Figure 1. PDN straps and rails (run 1).
Scale bar: 10 um. Pins as bars on the die edge.
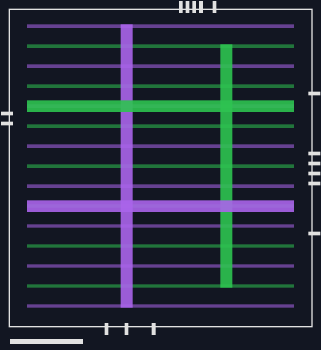
Figure 2. Cells colored by class (run 1).
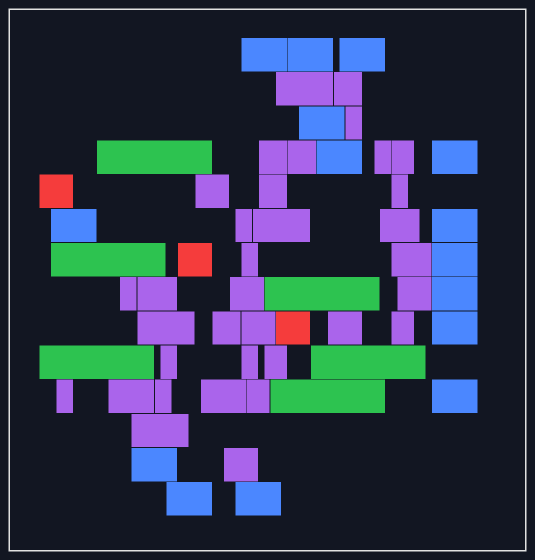
Figure 3. Clock network drawn from the DEF (run 1).
Scale bar: 10 um.
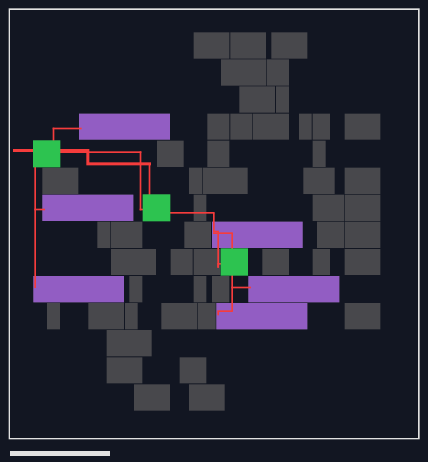
Design booth_controller, sky130hd; sources not shown.
==> run_results.csv, run 1 <==
group,metric,value,unit
global_route,grt_max_degree,14,
global_route,grt_first_pass_wirelength,1240,um
yosys,synthCells,45,
clock_network,ctsResizeCount,0,
hold_path,hp-class,"flip-flop to flip-flop",
yosys,synth_cell_type_count,24,
floorplanning,fp_util,31.0,%
yosys,ys_seq_share,35.0,%
worst_setup_path,crit_fanout,1,
final_layout,layoutNonFillerInstCount,74,
routing,wl_per_cell,9.88,um
yosys,synth_area,429,um2
worst_setup_path,cp_slowest_cell,"clkdlybuf4s50_1",
yosys,yosys_warnings,6,
timing,drv_slew,0,
clock_network,cts_sinks,6,
hold_path,worstHoldPathCells,2,
clock_network,cts_root_buffer,"clkbuf_4",
yosys,yosys_area,429,um2
worst_setup_path,critical-path-top-delay-family,"buffers and inverters",
clock_network,path_clk_slew,0.04,ns
global_route,grt_pass1_vias,285,
clock_network,post-cts-setup-buffers,0,
timing,setup_viol,0,
clock_network,tritoncts,"yes",
worst_setup_path,endpoint_kind,"primary output",
routing,drt_iter0_drc,0,
outcome,status,"finished, final reports clean",
routing,drc,0,
run,warnings,27,
worst_setup_path,crit_cells,5,
timing,fin_ws,1.13,ns
worst_setup_path,cpPeakStageDelay,0.70,ns
global_route,grt.overflow.total,0,
place,io_buffers,15,
routing,drt_wl_total,731,um
timing,final_hold_viol_count,0,
clock_network,h-tree-depth,1,
worst_setup_path,rrSetupSlack,3.31,ns
clock_network,hold_buffers,0,
routing,viasPerCell,4.45,
final_layout,drive_gt1_share,10.3,%
worst_setup_path,crit_type,"input port to primary output",
pwr,leakage,0.252,nW
pwr,p_total,0.376,mW
routing,ant_nets,0,
place,dpl_cell_area,551,um2
place,placed_cells,71,
worst_setup_path,worst_ep_required_time,3.96,ns
timing,relSlewSlack,47.8,%
place,place_ws,1.11,ns
place,hpwl,542,um
floorplanning,boundaryPins,16,
worst_setup_path,reg2regPathDepth,3,
worst_setup_path,cp_num_buf_inv,3,
clock_network,clock_latency,0.24,ns
worst_setup_path,arrival,2.83,ns
worst_setup_path,worstPathCellList,"clkdlybuf4s50_1 -> inv_1 -> ha_1 -> or3_1 -> clkdlybuf4s50_1",
yosys,synthesis.nets,53,
routing,firstDrtPassIters,1,
timing,fin_tns_setup,0,ns
global_route,grt_usage,10.9,%
final_layout,insertedDiodeCount,0,
floorplanning,die_area,1760,um2
timing,fin_crit,4.07,ns
final_layout,syn2layout_area_growth,33.5,%
worst_setup_path,crit_top_cell,"clkdlybuf4s50_1",
clock_network,numCtsBuffers,3,
final_layout,final_nets,68,
timing,holdWs,0.350,ns
timing,fmax,246,MHz
yosys,avgSynthCellArea,9.54,um2
yosys,ys_ff,6,
timing,period_used_share,78.3,%
routing,num_vias,329,
yosys,synth_stat.cells,45,
run,cap_violations,0,
clock_network,cts_buffer_depth,2,
pwr,powerDensity,656,nW/um2
timing,rsz0062_at_grt,"false",
worst_setup_path,worstSetupStartpointType,"input port",
global_route,antenna_found_initial,0,
timing,tightestPinTransition,0.781,ns
Notes on Figure 1 above:
purple -> VSS
green -> VDD
met4 straps = 2
met1 rails = 15
rows = 14
Core Footprint: 1380 um2
IR drop worst, VDD: 0.229 mV
die height: 43 um
Die Span X: 41 um

Notes on Figure 2 above:
red -> clock drivers  # cells 3, share of their area 4.1%
green -> sequential cells  # cells 6, share of their area 27%
blue -> remaining buffers and delay cells  # cells 15, share of their area 27%
purple -> combinational and other logic  # cells 34, share of their area 42%
post-layout instance area: 573 um2
Final Core Density: 41.4%
Seq/total area: 26.2%
Placement Rows: 14

Notes on Figure 3 above:
red -> clock wires  # length 82.0 um
green -> clock drivers  # count 3
purple -> flip-flops  # count 6
routed clock nets = 4
Clk power: 0.0404 mW
Clock Power Share: 10.8%

-- run 1: power breakdown --
part	internal [mW]	switching (mW)	total (mW)	leakage (nW)
combinational	0.0865	0.150	0.237	0.160
clock	0.0259	0.0145	0.0404	0.0138
sequential	0.0641	0.0345	0.0986	0.0783
total	0.177	0.199	0.376	0.252
-- run 1: cells in the mapped netlist, drive strengths merged --
| library cell | n | share of area [%] |
|---|---|---|
| and3b | 2 | 4.1 |
| a21o | 1 | 1.7 |
| nand3b | 1 | 1.7 |
| a21bo | 1 | 2.3 |
| or3 | 1 | 1.5 |
| a211oi | 1 | 1.7 |
| dfrtp | 6 | 35 |
| nor3b | 3 | 6.4 |
| nand2 | 2 | 2.3 |
| ha | 3 | 8.7 |
| nor2 | 6 | 5.8 |
| nor3 | 1 | 1.2 |
| buf | 5 | 11 |
| a21oi | 2 | 2.3 |
| o21ai | 1 | 1.2 |
| xnor2 | 1 | 2.0 |
| and2 | 2 | 2.9 |
| inv | 4 | 3.5 |
| mux2i | 1 | 2.3 |
| o21bai | 1 | 1.7 |
-- run 1: worst reg2reg max path: stages (launching register included) --
cell     delay [ns]
dfrtp_1        0.56
nor3b_1        0.70
mux2i_1        0.26
nor2_1         0.05
-- run 1: placed cells by master, fill, tap and decap left out --
| cell type | netlist | final |
|---|---|---|
| and2_1 | 2 | 2 |
| nor3b_1 | 2 | 2 |
| a21bo_1 | 1 | 1 |
| nand2_2 | 1 | 1 |
| ha_1 | 3 | 3 |
| o21bai_1 | 1 | 1 |
| a21o_1 | 1 | 1 |
| dfrtp_1 | 6 | 6 |
| nor3_1 | 1 | 1 |
| and3b_1 | 2 | 2 |
| o21ai_0 | 1 | 1 |
| nor3b_2 | 1 | 1 |
| a211oi_1 | 1 | 1 |
| mux2i_1 | 1 | 1 |
| clkbuf_4 | 0 | 3 |
| xnor2_1 | 1 | 1 |
| inv_1 | 4 | 4 |
| nor2_1 | 5 | 5 |
| nand2_1 | 1 | 1 |
| or3_1 | 1 | 1 |
| nor2_2 | 1 | 1 |
| nand3b_1 | 1 | 1 |
| a21oi_1 | 2 | 2 |
| clkdlybuf4s50_1 | 0 | 15 |
-- run 1: routing by layer --
| metal | vias to the layer above | GRT usage, % | routed length (um) |
|---|---|---|---|
| li1 | 173 | - | - |
| met3 | 0 | 7.85 | 49 |
| met1 | 148 | 15.4 | 351 |
| met2 | 8 | 11.6 | 330 |
| met4 | 0 | 6.00 | 0 |
| met5 | - | 0 | 0 |
-- run 1: cell families (layout without fill, tap and decap cells) --
family,count (synthesis),after routing,synth area share (%)
AOI/OAI and AO/OA,7,7,11.1
xor gates and xnor gates,1,1,2.04
adders and majority gates,3,3,8.75
buffers and inverters,9,22,14.9
DFF,6,6,35.0
muxes,1,1,2.33
and+or+nand+nor,18,18,25.9
-- run 1: cell type report --
class	instances	area (um2)
Fill cell	149	811
Sequential cell	6	150
Clock buffer	3	22.5
Inverter	4	15.0
Tap cell	16	20.0
Timing Repair Buffer	15	150
Multi-Input combinational cell	30	215
Figure 4. Wiring by layer (run 1).
Scale bar: 10 um.
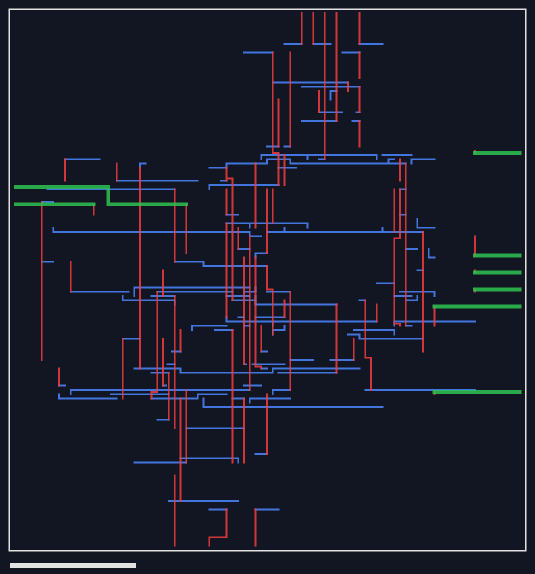

## Run 2: what changed since run 1
==> constraint.sdc (replaced) <==
create_clock -name clk -period 3.4 [get_ports clk]
set_clock_uncertainty 0.2 [all_clocks]
set_input_delay 0.68 -clock clk [delete_from_list [all_inputs] [get_ports clk]]
set_output_delay 0.68 -clock clk [all_outputs]
set_load 0.05 [all_outputs]
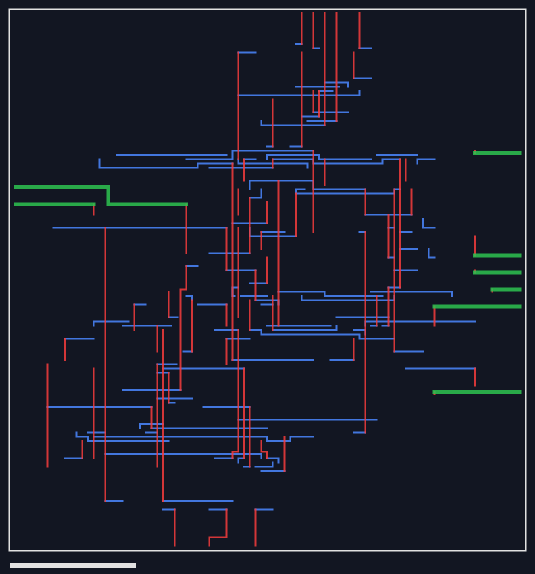
Figure 5: run 2, wiring by layer.
Scale bar: 10 um.
blue -> metal 1  # wire length 383 um
red -> metal 2  # wire length 315 um
green -> metal 3  # wire length 47.6 um
GR Util All Layers: 11.5%
DR vias: 338
wire per inst: 9.93 um

==> run 2 against run 1 <==
  * First-iteration DRC count up 1
  * Via count grew 2.7%
  * Final area increased by 0.44%
  * Clock-buffer cell count stayed put
  * Power increased by 55%
  * Synthesized cell count stayed put
  * Sequential cell count unchanged
  * Non-clock buffer count grew 1
  * Clock power increased by 67%
  * Global-route usage increased by 0.61 points
  * Area after synthesis did not move
  * Core utilization increased by 0.18 points
  * Largest cell class unchanged
==> run_results.csv, run 2 <==
group,metric,value,unit
yosys,synthCells,45,
place,io_buffers,15,
global_route,antenna_found_initial,0,
worst_setup_path,crit_type,"flip-flop to primary output",
clock_network,h-tree-depth,1,
routing,firstDrtPassIters,3,
yosys,synth_top_area_share,35.0,%
global_route,use_met3,4.71,%
yosys,synthArstFlopShare,100,%
floorplanning,fp_util,31.0,%
clock_network,path_clk_slew,0.05,ns
clock_network,cts_buffer_depth,2,
timing,period_used_share,86.7,%
floorplanning,boundaryPins,16,
final_layout,insertedDiodeCount,0,
routing,drc,0,
yosys,avgSynthCellArea,9.54,um2
final_layout,syn2layout_area_growth,34.1,%
routing,drt_iter0_drc,1,
global_route,grt.overflow.total,0,
yosys,synth_area,429,um2
worst_setup_path,endpoint_kind,"primary output",
global_route,gr-usage-met2,12.2,%
timing,fin_crit,2.95,ns
global_route,grt_first_pass_wirelength,1320,um
floorplanning,die_area,1760,um2
clock_network,post-cts-setup-buffers,0,
yosys,top_cells_by_count,"dfrtp_1 (6), nor2_1 (5), inv_1 (4)",
yosys,yosys_area,429,um2
worst_setup_path,worst_ep_required_time,2.52,ns
run,warnings,27,
timing,relSlewSlack,67.1,%
timing,fin_tns_setup,0,ns
outcome,status,"finished, final reports clean",
floorplanning,num_rows,14,
timing,fmax,339,MHz
pwr,powerDensity,1010,nW/um2
yosys,yosys_warnings,6,
clock_network,cts_sinks,6,
place,hpwl,533,um
timing,holdWs,0.349,ns
timing,tightestPinTransition,0.492,ns
timing,final_hold_viol_count,0,
routing,viasPerCell,4.51,
yosys,edf_count,0,
global_route,grt_pass1_vias,288,
timing,drv_slew,0,
yosys,synth_cell_type_count,24,
pwr,leakage,0.260,nW
pwr,p_total,0.582,mW
yosys,synthTopCellsByArea,"dfrtp_1 (35%), ha_1 (8.7%), buf_6 (7.9%)",
clock_network,tritoncts,"yes",
worst_setup_path,rrSetupSlack,1.87,ns
worst_setup_path,crit_fanout,11,
timing,setup_viol,0,
yosys,synth_stat.cells,45,
clock_network,hold_buffers,0,
routing,ant_nets,0,
hold_path,hp-class,"flip-flop to flip-flop",
clock_network,numCtsBuffers,3,
yosys,synthesis.nets,53,
clock_network,cts_root_buffer,"clkbuf_4",
final_layout,most-common-layout-cells,"clkdlybuf4s50_1 (13), dfrtp_1 (6), nor2_1 (5)",
yosys,ys_seq_share,35.0,%
floorplanning,fp.coreArea,1380,um2
floorplanning,die_w,41,um
timing,rsz0062_at_grt,"false",
yosys,ys_ff,6,
final_layout,final_nets,69,
hold_path,worstHoldPathCells,2,
clock_network,ctsResizeCount,0,
yosys,flop_cell,"dfrtp_1",
floorplanning,die_y,43,um
run,cap_violations,0,
yosys,yosysTopAreaCell,"dfrtp_1",
worst_setup_path,worstSetupStartpointType,"flip-flop",
global_route,busiest_layer,"met1",
routing,drt_wl_total,745,um
global_route,grt_max_degree,14,
final_layout,layout_top_cell,"clkdlybuf4s50_1",
worst_setup_path,reg2regPathDepth,4,
global_route,use_met1,17.6,%
worst_setup_path,arrival,2.07,ns
final_layout,drive_gt1_share,15.3,%
clock_network,clock_latency,0.24,ns
yosys,yosysMostFrequentCell,"dfrtp_1",
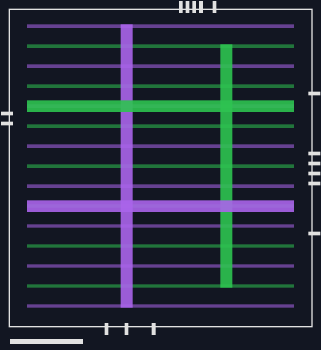
Figure 6: run 2, PDN straps and rails.
Scale bar: 10 um. Pins as bars on the die edge.
purple -> VSS
green -> VDD
met4 straps = 2
met1 rails = 15
met5 straps = 2
signal pins = 16
rows = 14
IR drop worst, VDD: 0.371 mV

run 2: cell counts after synthesis:
Identical to the previous run, type by type.
run 2: cell type report:
| cell class | count | area, um2 |
|---|---|---|
| Timing Repair Buffer | 16 | 153 |
| Fill cell | 154 | 808 |
| Clock buffer | 3 | 22.5 |
| Tap cell | 16 | 20.0 |
| Sequential cell | 6 | 150 |
| Multi-Input combinational cell | 30 | 215 |
| Inverter | 4 | 15.0 |
run 2: cell families after synthesis:
kind of cell / synth area share (%)
compound gates: 11.1
xor+xnor: 2.04
fa+ha+maj: 8.75
buf+inv: 14.9
flops: 35.0
mux: 2.33
simple gates: 25.9
run 2: layer usage:
metal / up-vias / share of wire, % / routed length (um)
li1: 176 / - / -
met4: 0 / 0 / 0
met1: 154 / 51 / 382
met5: - / 0 / 0
met2: 8 / 42 / 314
met3: 0 / 6.3 / 47
run 2: report_power, final:
group	leakage, nW	internal (mW)	switching [mW]	total [mW]
registers	0.0783	0.0979	0.0532	0.151
clock network	0.0138	0.0400	0.0272	0.0673
logic	0.168	0.134	0.229	0.363
run 2: stage by stage:
step	cells	area, um2	util (%)	worst slack (ns)
6_report	75	576	41.6	0.453
2_1_floorplan	45	429	-	0.0680
4_1_cts	75	576	41.6	0.410
3_5_place_dp	72	553	40.0	0.542
3_3_place_gp	72	553	40.0	0.572
5_1_grt	75	576	41.6	0.308
run 2: critical path: stages, from the launching register on:
cell	delay [ns]
dfrtp_1	0.51
nor3b_2	0.43
clkdlybuf4s50_1	0.88
No activity file was given, so power comes from the tool's default toggle rates.
